Design uart_tx, sky130hd; sources not shown.
**Run 1: clock distribution**

Scale: 8 px per micron.
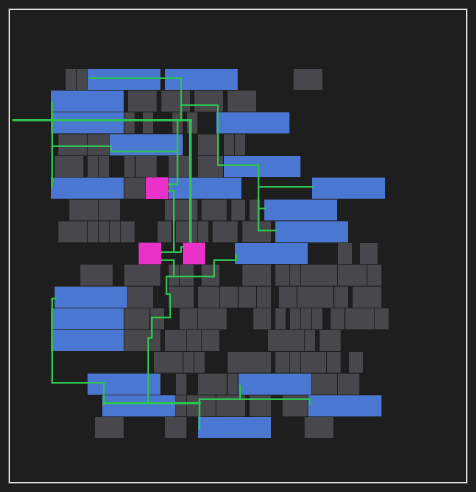
[clock wires] green | length: 235 microns
[clock drivers] magenta | count: 3
[flip-flops] blue | count: 21
routed clock nets: 4
worst-skew pair later-pin latency: 290 ps
share of total power in the clock network: 12.1%
final clock skew: 1.71 ps

**Run 1: nets reached from selected ports**

Scale: 8 px per micron.
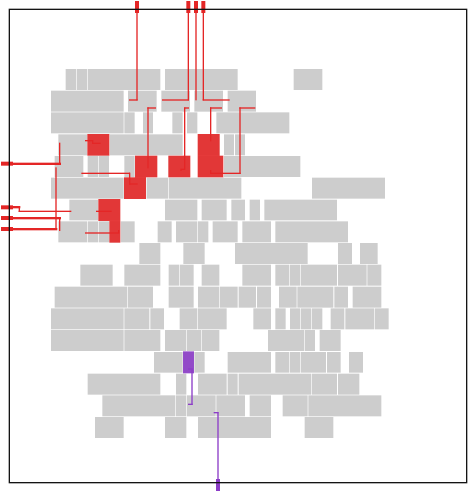
[tx_busy] purple | bits: 1 | direction: output | edge: bottom | end cells: 1 | buffers: 1 | wire: 14.1 microns
[fifo_dout] red | bits: 8 | direction: input | edge: 4 top, 4 left | end cells: 8 | buffers: 8 | wire: 141 microns
IO buf count: 14
IO Count: 15

**Run 1: selected gate families**

Scale: 6 px per micron.
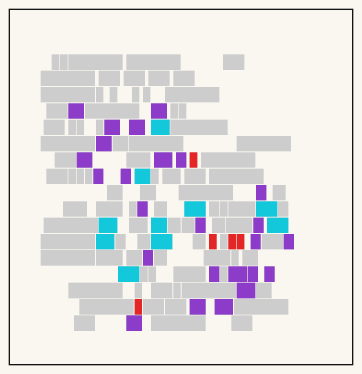
[inv cells] red | cells: 5 | most used: inv_1
[aoi and oai cells] purple | cells: 25 | most used: a21oi_1
[non-inverting ao/oa cells] cyan | cells: 10 | most used: a22o_1
fin cells: 156
share of cell area taken by multi-input logic gates: 42.9%
most common logic cell in the routed design: dfrtp_1

==> results.sh, run 1 <==
# yosys + openroad results
export IMPL_drc=0
export IMPL_final_antenna_net_count=0
export IMPL_post_cts_setup_buffers=0
export IMPL_vdd_ir_drop_max_mv=0.482
export IMPL_syn_num_nets=129
export IMPL_max_freq_mhz=416
export IMPL_netlist_cell_type_count=39
export IMPL_rsz_0062_raised_after_global_routing="no"
export IMPL_detail_route_first_pass_iterations=4
export IMPL_grt_util_met1_pct=19.2
export IMPL_syn_avg_cell_area_sq_um=10.0
export IMPL_combined_global_route_utilization_of_all_metal_layers_pct=15.0
export IMPL_numCtsBuffers=3
export IMPL_portion_of_the_clock_cycle_consumed_by_the_worst_path_in_the_final_layout_pct=72.9
export IMPL_power_switching_share_pct=40.1
export IMPL_tns_ps=0
export IMPL_grt_overflow=0
export IMPL_synthCells=114
export IMPL_largest_net_degree_at_the_start_of_global_routing=22
export IMPL_ctsResizeCount=0
export IMPL_hpwl_microns=1610
export IMPL_flop_cell="dfrtp_1"
export IMPL_cap_viol_max_count=0
export IMPL_critical_path_startpoint_type="register"
export IMPL_worst_setup_hold_path_clk_slew_ps=120
export IMPL_fp_dieH_microns=59
export IMPL_routabilityCongestion=0.839
export IMPL_number_of_buffers_on_the_longest_clock_path=2
export IMPL_cts_root_buffer="clkbuf_4"
export IMPL_die_w_microns=57
export IMPL_power_report_internal_total_mw=0.597
export IMPL_slew_hr_pct=38.4
export IMPL_met3_usage_pct=2.61
export IMPL_worstPathMaxFanout=6
export IMPL_placeableCoreArea_sq_mm=0.00217
export IMPL_postSynthSeqShare_pct=46.1
export IMPL_enable_flop_cells=0
export IMPL_reg2reg_setup_slack_ps=890
export IMPL_max_slew_worst_pin_slew_ps=921
export IMPL_worst_path_required_ps=3510
export IMPL_totalWireLength_microns=2190
export IMPL_clock_sink_count=21
export IMPL_top_area_share_pct=43.8
export IMPL_final_min_clock_period_ps=2410
export IMPL_critical_path_arrival_ps=2620
export IMPL_antennaDiodeCount=0
export IMPL_warning_count=26
export IMPL_vias_per_std_cell=5.90
export IMPL_dr_first_iter_drc_count=31
export IMPL_finish_net_count=144
export IMPL_mappedNetlistArea_sq_mm=0.00114
export IMPL_number_of_global_route_vias_before_repair=934
export IMPL_power_share_sequential_pct=46.0
export IMPL_global_route_usage_met2_pct=26.6
export IMPL_hold_viol_final=0
export IMPL_fp_row_count=17
export IMPL_run_status="finished, final reports clean"
export IMPL_ys_seq_elements=21
export IMPL_maxSlewViolCount=0
export IMPL_routedWlPerCell_microns=14.1
export IMPL_synthArstFlopShare_pct=100
export IMPL_dieArea_sq_mm=0.00336
export IMPL_initial_core_util_pct=52.7
export IMPL_total_power_mw=0.996
export IMPL_global_route_peak_usage_layer="met2"
export IMPL_leakage_nw=0.594
export IMPL_hp_class="register to register"
export IMPL_p_per_area_mw_per_mm2=761
export IMPL_synth_area_top_cells="dfrtp_1, nand2_1, ha_1"
export IMPL_num_vias=921
export IMPL_setup_viol_count_final=0
export IMPL_cts_tree="done"
export IMPL_holdPathStages=1
export IMPL_grt_pass1_wl_microns=4090
export IMPL_yosysTopAreaCell="dfrtp_1"
export IMPL_largest_reg_flops=8
export IMPL_r2r_cells=10
export IMPL_antenna_violations_before_repair=0
export IMPL_cp_end_kind="register"
export IMPL_p_comb_share_pct=41.8
export IMPL_ys_area_sq_mm=0.00114
export IMPL_area_growth_synth_to_final_pct=14.7
export IMPL_layout_top_cells="dfrtp_1, nand2_1, clkdlybuf4s50_1"
export IMPL_post_route_cells_drive_above_1_share_pct=8.59
export IMPL_post_cts_hold_buffer_count=0
export IMPL_yosys_warnings=0
export IMPL_synth_cells_yosys=114
export IMPL_worstSetupPathType="register to register"
export IMPL_htree_num_levels=1
export IMPL_fillCellCount=178
export IMPL_p_sw_mw=0.400
run 1: area by class of cell:
type / instances / area, sq um / share of cell area (%)
Clock inverter: 1 / 5.00 / 0.382
Inverter: 5 / 18.8 / 1.43
Timing Repair Buffer: 14 / 140 / 10.7
Sequential cell: 21 / 527 / 40.2
Multi-Input combinational cell: 84 / 562 / 42.9
Tap cell: 28 / 35.0 / 2.67
Clock buffer: 3 / 22.5 / 1.72
run 1: synthesized netlist by cell type, types with 2 or more instances:
library cell,count
dfrtp_1,20
nand2_1,19
a21oi_1,8
a22oi_1,6
inv_1,5
nor2_1,5
o21ai_0,5
ha_1,4
nor2b_1,4
a22o_1,3
a21o_1,2
and2_1,2
buf_6,2
nand3_1,2
o211a_1,2
o221ai_1,2
run 1: critical path, stage by stage, from the launching register on:
cell and delay [ps]:
dfrtp_1 430, inv_1 70, ha_1 230, nor3b_2 350, inv_1 100, ha_1 280, nor2b_1 100, o21ai_0 90
o311a_1 140, or3_1 320, nor4b_2 210
run 1: logic make-up (layout without fill, tap and decap cells):
kind of cell,after synthesis,after routing,synth area share (%)
AND/OR/NAND/NOR,43,43,20.9
flip-flops,21,21,46.1
multiplexers,2,2,1.86
buffers and inverters,9,23,4.71
adder cells (fa/ha/maj),4,4,4.38
AND-OR/OR-AND,35,35,22.0
run 1: stage by stage:
| step | worst slack (ps) | cell area, sq um | hold slack, ps | util [%] | std cells |
|---|---|---|---|---|---|
| CTS | 906 | 1310 | 503 | 60.4 | 156 |
| global route | 671 | 1310 | 535 | 60.4 | 156 |
| detailed placement | 938 | 1280 | 473 | 59.1 | 152 |
| finish | 893 | 1310 | 495 | 60.4 | 156 |
| floorplan | 1130 | 1140 | 199 | - | 114 |
| global placement | 1030 | 1280 | 459 | 59.1 | 152 |
run 1: power by group through the flow:
| stage | logic (mW) | registers [mW] | clock network (mW) |
|---|---|---|---|
| 2_1_floorplan | 0.372 | 0.415 | 0 |
| 3_3_place_gp | 0.399 | 0.452 | 0 |
| 3_5_place_dp | 0.416 | 0.462 | 0 |
| 4_1_cts | 0.419 | 0.456 | 0.127 |
| 5_1_grt | 0.483 | 0.476 | 0.138 |
| 6_report | 0.417 | 0.458 | 0.121 |
run 1: layer usage:
metal  vias up  share of wire, %  wire (microns)
li1        445                 -               -
met3         2               3.1              68
met5         -                 0               0
met1       460                45             983
met2        14                51            1130
met4         0              0.73              16
--- run 2 (diff from run 1) ---
Settings changed: CORE_AREA 5 5 52 54 to 5 5 53 55, DIE_AREA 0 0 57 59 to 0 0 58 60, PLACE_DENSITY 0.83 to 0.8.
Clock period 3.3 ns to 2.3 ns, I/O delays scaled along.
**Run 2: clock distribution**

Scale: 8 px per micron.
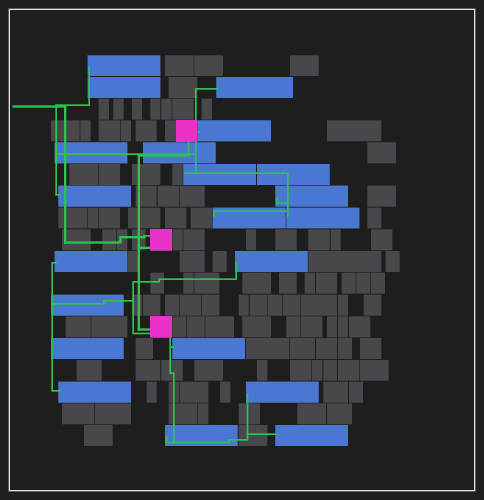
share of total power in the clock network: 11.2%
worst-skew pair later-pin latency: 310 ps
final clock skew: 3.06 ps
clk pwr: 0.176 mW

**Run 2: routed metal per tile**

Scale: 6 px per micron. 12 x 12 tiles, from white (low) to dark blue (high), scaled to the fullest tile. Values are wire area over tile area, all layers added.
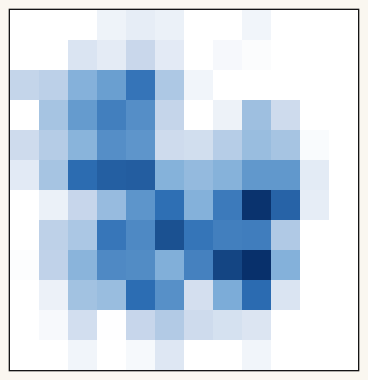
emptiest ninth of the die: upper right
densest ninth of the die: centre
mean over tiles: 0.11
nearly empty tiles: 35%
tiles over half the peak: 22%
fullest tile: 0.43
combined global-route utilization of all metal layers: 15.5%
routed via count: 970
average wire per standard cell: 15.0 microns
final routed wirelength across all metal layers: 2530 microns

**Run 2: nets reached from selected ports**

Scale: 8 px per micron.
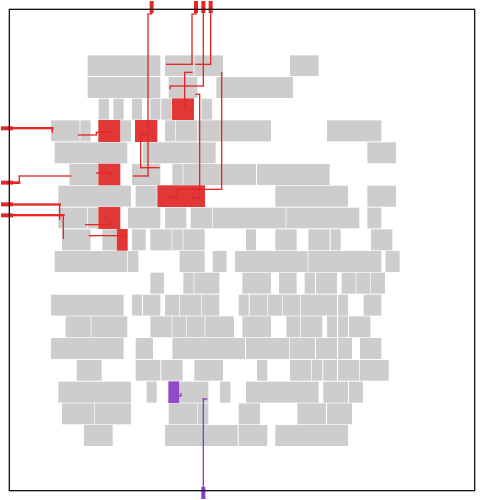

==> run 2 against run 1 <==
Against the previous run: clock skew rose by 1.4 ps; register-to-register slack got worse by 850 ps; largest cell class unchanged; first-iteration DRC count rose by 32%; die size rose by 3.5%; final cell count rose by 7.7%; wire length rose by 15%; maximum frequency rose by 6.8%; design area rose by 7.4%; critical endpoint unchanged.
==> results.sh, run 2 <==
# yosys + openroad results
export IMPL_top_area_share_pct=43.8
export IMPL_timing_critical_path_depth=10
export IMPL_hold_viol_final=0
export IMPL_clock_sink_count=21
export IMPL_critical_path_arrival_ps=2460
export IMPL_netlist_cell_type_count=39
export IMPL_seq_area_sq_um=527
export IMPL_tns_ps=0
export IMPL_mappedNetlistArea_sq_mm=0.00114
export IMPL_top_level_ports=15
export IMPL_worstPathMaxFanout=3
export IMPL_antenna_violations_before_repair=0
export IMPL_ys_seq_elements=21
export IMPL_die_w_microns=58
export IMPL_flop_cell="dfrtp_1"
export IMPL_post_synth_most_frequent_cells="dfrtp_1, nand2_1, a21oi_1, a22oi_1"
export IMPL_cp_end_kind="register"
export IMPL_enable_flop_cells=0
export IMPL_cap_viol_max_count=0
export IMPL_rsz_0062_raised_after_global_routing="yes"
export IMPL_largest_net_degree_at_the_start_of_global_routing=17
export IMPL_largest_reg_flops=8
export IMPL_slew_hr_pct=61.6
export IMPL_whs_ps=391
export IMPL_timing_critical_path_max_delay_family="simple AND/OR/NAND/NOR gates"
export IMPL_final_min_clock_period_ps=2250
export IMPL_routabilityCongestion=0.854
export IMPL_syn_num_nets=129
export IMPL_dieArea_sq_mm=0.00348
export IMPL_vdd_ir_drop_max_mv=0.659
export IMPL_antennaDiodeCount=0
export IMPL_post_route_cells_drive_above_1_share_pct=17.4
export IMPL_final_layout_top_logic_cell="dfrtp_1"
export IMPL_layout_top_cells="dfrtp_1, nand2_1, clkdlybuf4s50_1"
export IMPL_drc=0
export IMPL_maxSlewViolCount=0
export IMPL_fillCellCount=202
export IMPL_number_of_buffers_on_the_longest_clock_path=2
export IMPL_finalInstanceArea_sq_mm=0.00141
export IMPL_yosys_warnings=0
export IMPL_synth_cells_yosys=114
export IMPL_p_per_area_mw_per_mm2=1120
export IMPL_grt_overflow=0
export IMPL_leakage_nw=0.648
export IMPL_fp_row_count=18
export IMPL_run_status="finished, final reports clean"
export IMPL_max_stage_delay_ps=430
export IMPL_max_slew_worst_pin_slew_ps=574
export IMPL_initial_core_util_pct=48.8
export IMPL_crit_path_cell_trace="inv_2 > ha_4 > nor3b_4 > inv_1 > ha_1 > nor2b_1 > o21ai_1 > o311a_1 > or3_1 > nor4b_2"
export IMPL_post_route_util_pct=60.0
export IMPL_finish_net_count=154
export IMPL_vias_per_std_cell=5.77
export IMPL_portion_of_the_clock_cycle_consumed_by_the_worst_path_in_the_final_layout_pct=97.9
export IMPL_port_buffers=14
export IMPL_cts_root_buffer="clkbuf_4"
export IMPL_worst_setup_hold_path_clk_slew_ps=110
export IMPL_numCtsBuffers=3
export IMPL_worst_path_required_ps=2510
export IMPL_dr_first_iter_drc_count=41
export IMPL_grt_pass1_wl_microns=4130
export IMPL_warning_count=27
export IMPL_syn_avg_cell_area_sq_um=10.0
export IMPL_synth_top_cell_by_count="dfrtp_1"
export IMPL_slowest_stage="dfrtp_1"
export IMPL_worstSetupPathType="register to register"
export IMPL_hpwl_microns=1710
-- run 2: cell type report --
cell class                 count  share of cell area [%]
timing repair buffer          24                    15.3
clock inverter                 1                   0.356
clock buffer                   3                    1.60
sequential                    21                    37.5
tap                           30                    2.67
multi-input combinational     84                    41.3
inverter                       5                    1.33
-- run 2: cell families (layout without fill, tap and decap cells) --
kind of cell | after synthesis | after routing | share of synthesized area, %
simple gates | 43 | 43 | 20.9
compound gates | 35 | 35 | 22.0
flops | 21 | 21 | 46.1
buf+inv | 9 | 33 | 4.71
fa+ha+maj | 4 | 4 | 4.38
mux | 2 | 2 | 1.86
-- run 2: worst reg2reg max path: cells and delay by family (launching register included) --
family / cells / cell delay [ps]
adder cells (fa/ha/maj): 2 / 400
buffers and inverters: 2 / 160
AND-OR/OR-AND: 2 / 240
AND/OR/NAND/NOR: 4 / 940
flip-flops: 1 / 430
-- run 2: power breakdown --
group	internal (mW)	switching (mW)	leakage, nW
combinational	0.383	0.358	0.375
clock	0.0650	0.112	0.0177
sequential	0.503	0.162	0.255
total	0.951	0.631	0.648
-- run 2: per-layer routing --
layer	track usage (%)	part of all wire (%)	vias up
met3	1.94	2.6	5
li1	-	-	469
met1	19.9	44	479
met5	0	0	-
met4	6.29	1.5	0
met2	26.3	52	17
-- run 2: what timing repair did --
item,4_1_cts,5_1_grt
endpoints found under the hold margin,0,0
hold buffers,0,0
endpoints found under the setup margin,1,1
gates cloned,0,0
resized,2,4
pin swaps,0,3
buffers inserted,0,6
-- run 2: metrics by stage --
step | power [mW] | instances | worst slack [ps]
final | 1.58 | 168 | 47.3
after global routing | 1.71 | 168 | -111
after CTS | 1.47 | 162 | 3.06
after detailed placement | 1.28 | 158 | 4.47
after global placement | 1.25 | 158 | 183
after floorplan | 1.13 | 114 | 125
Power figures rest on the tool's default switching activity, not on a simulated workload.
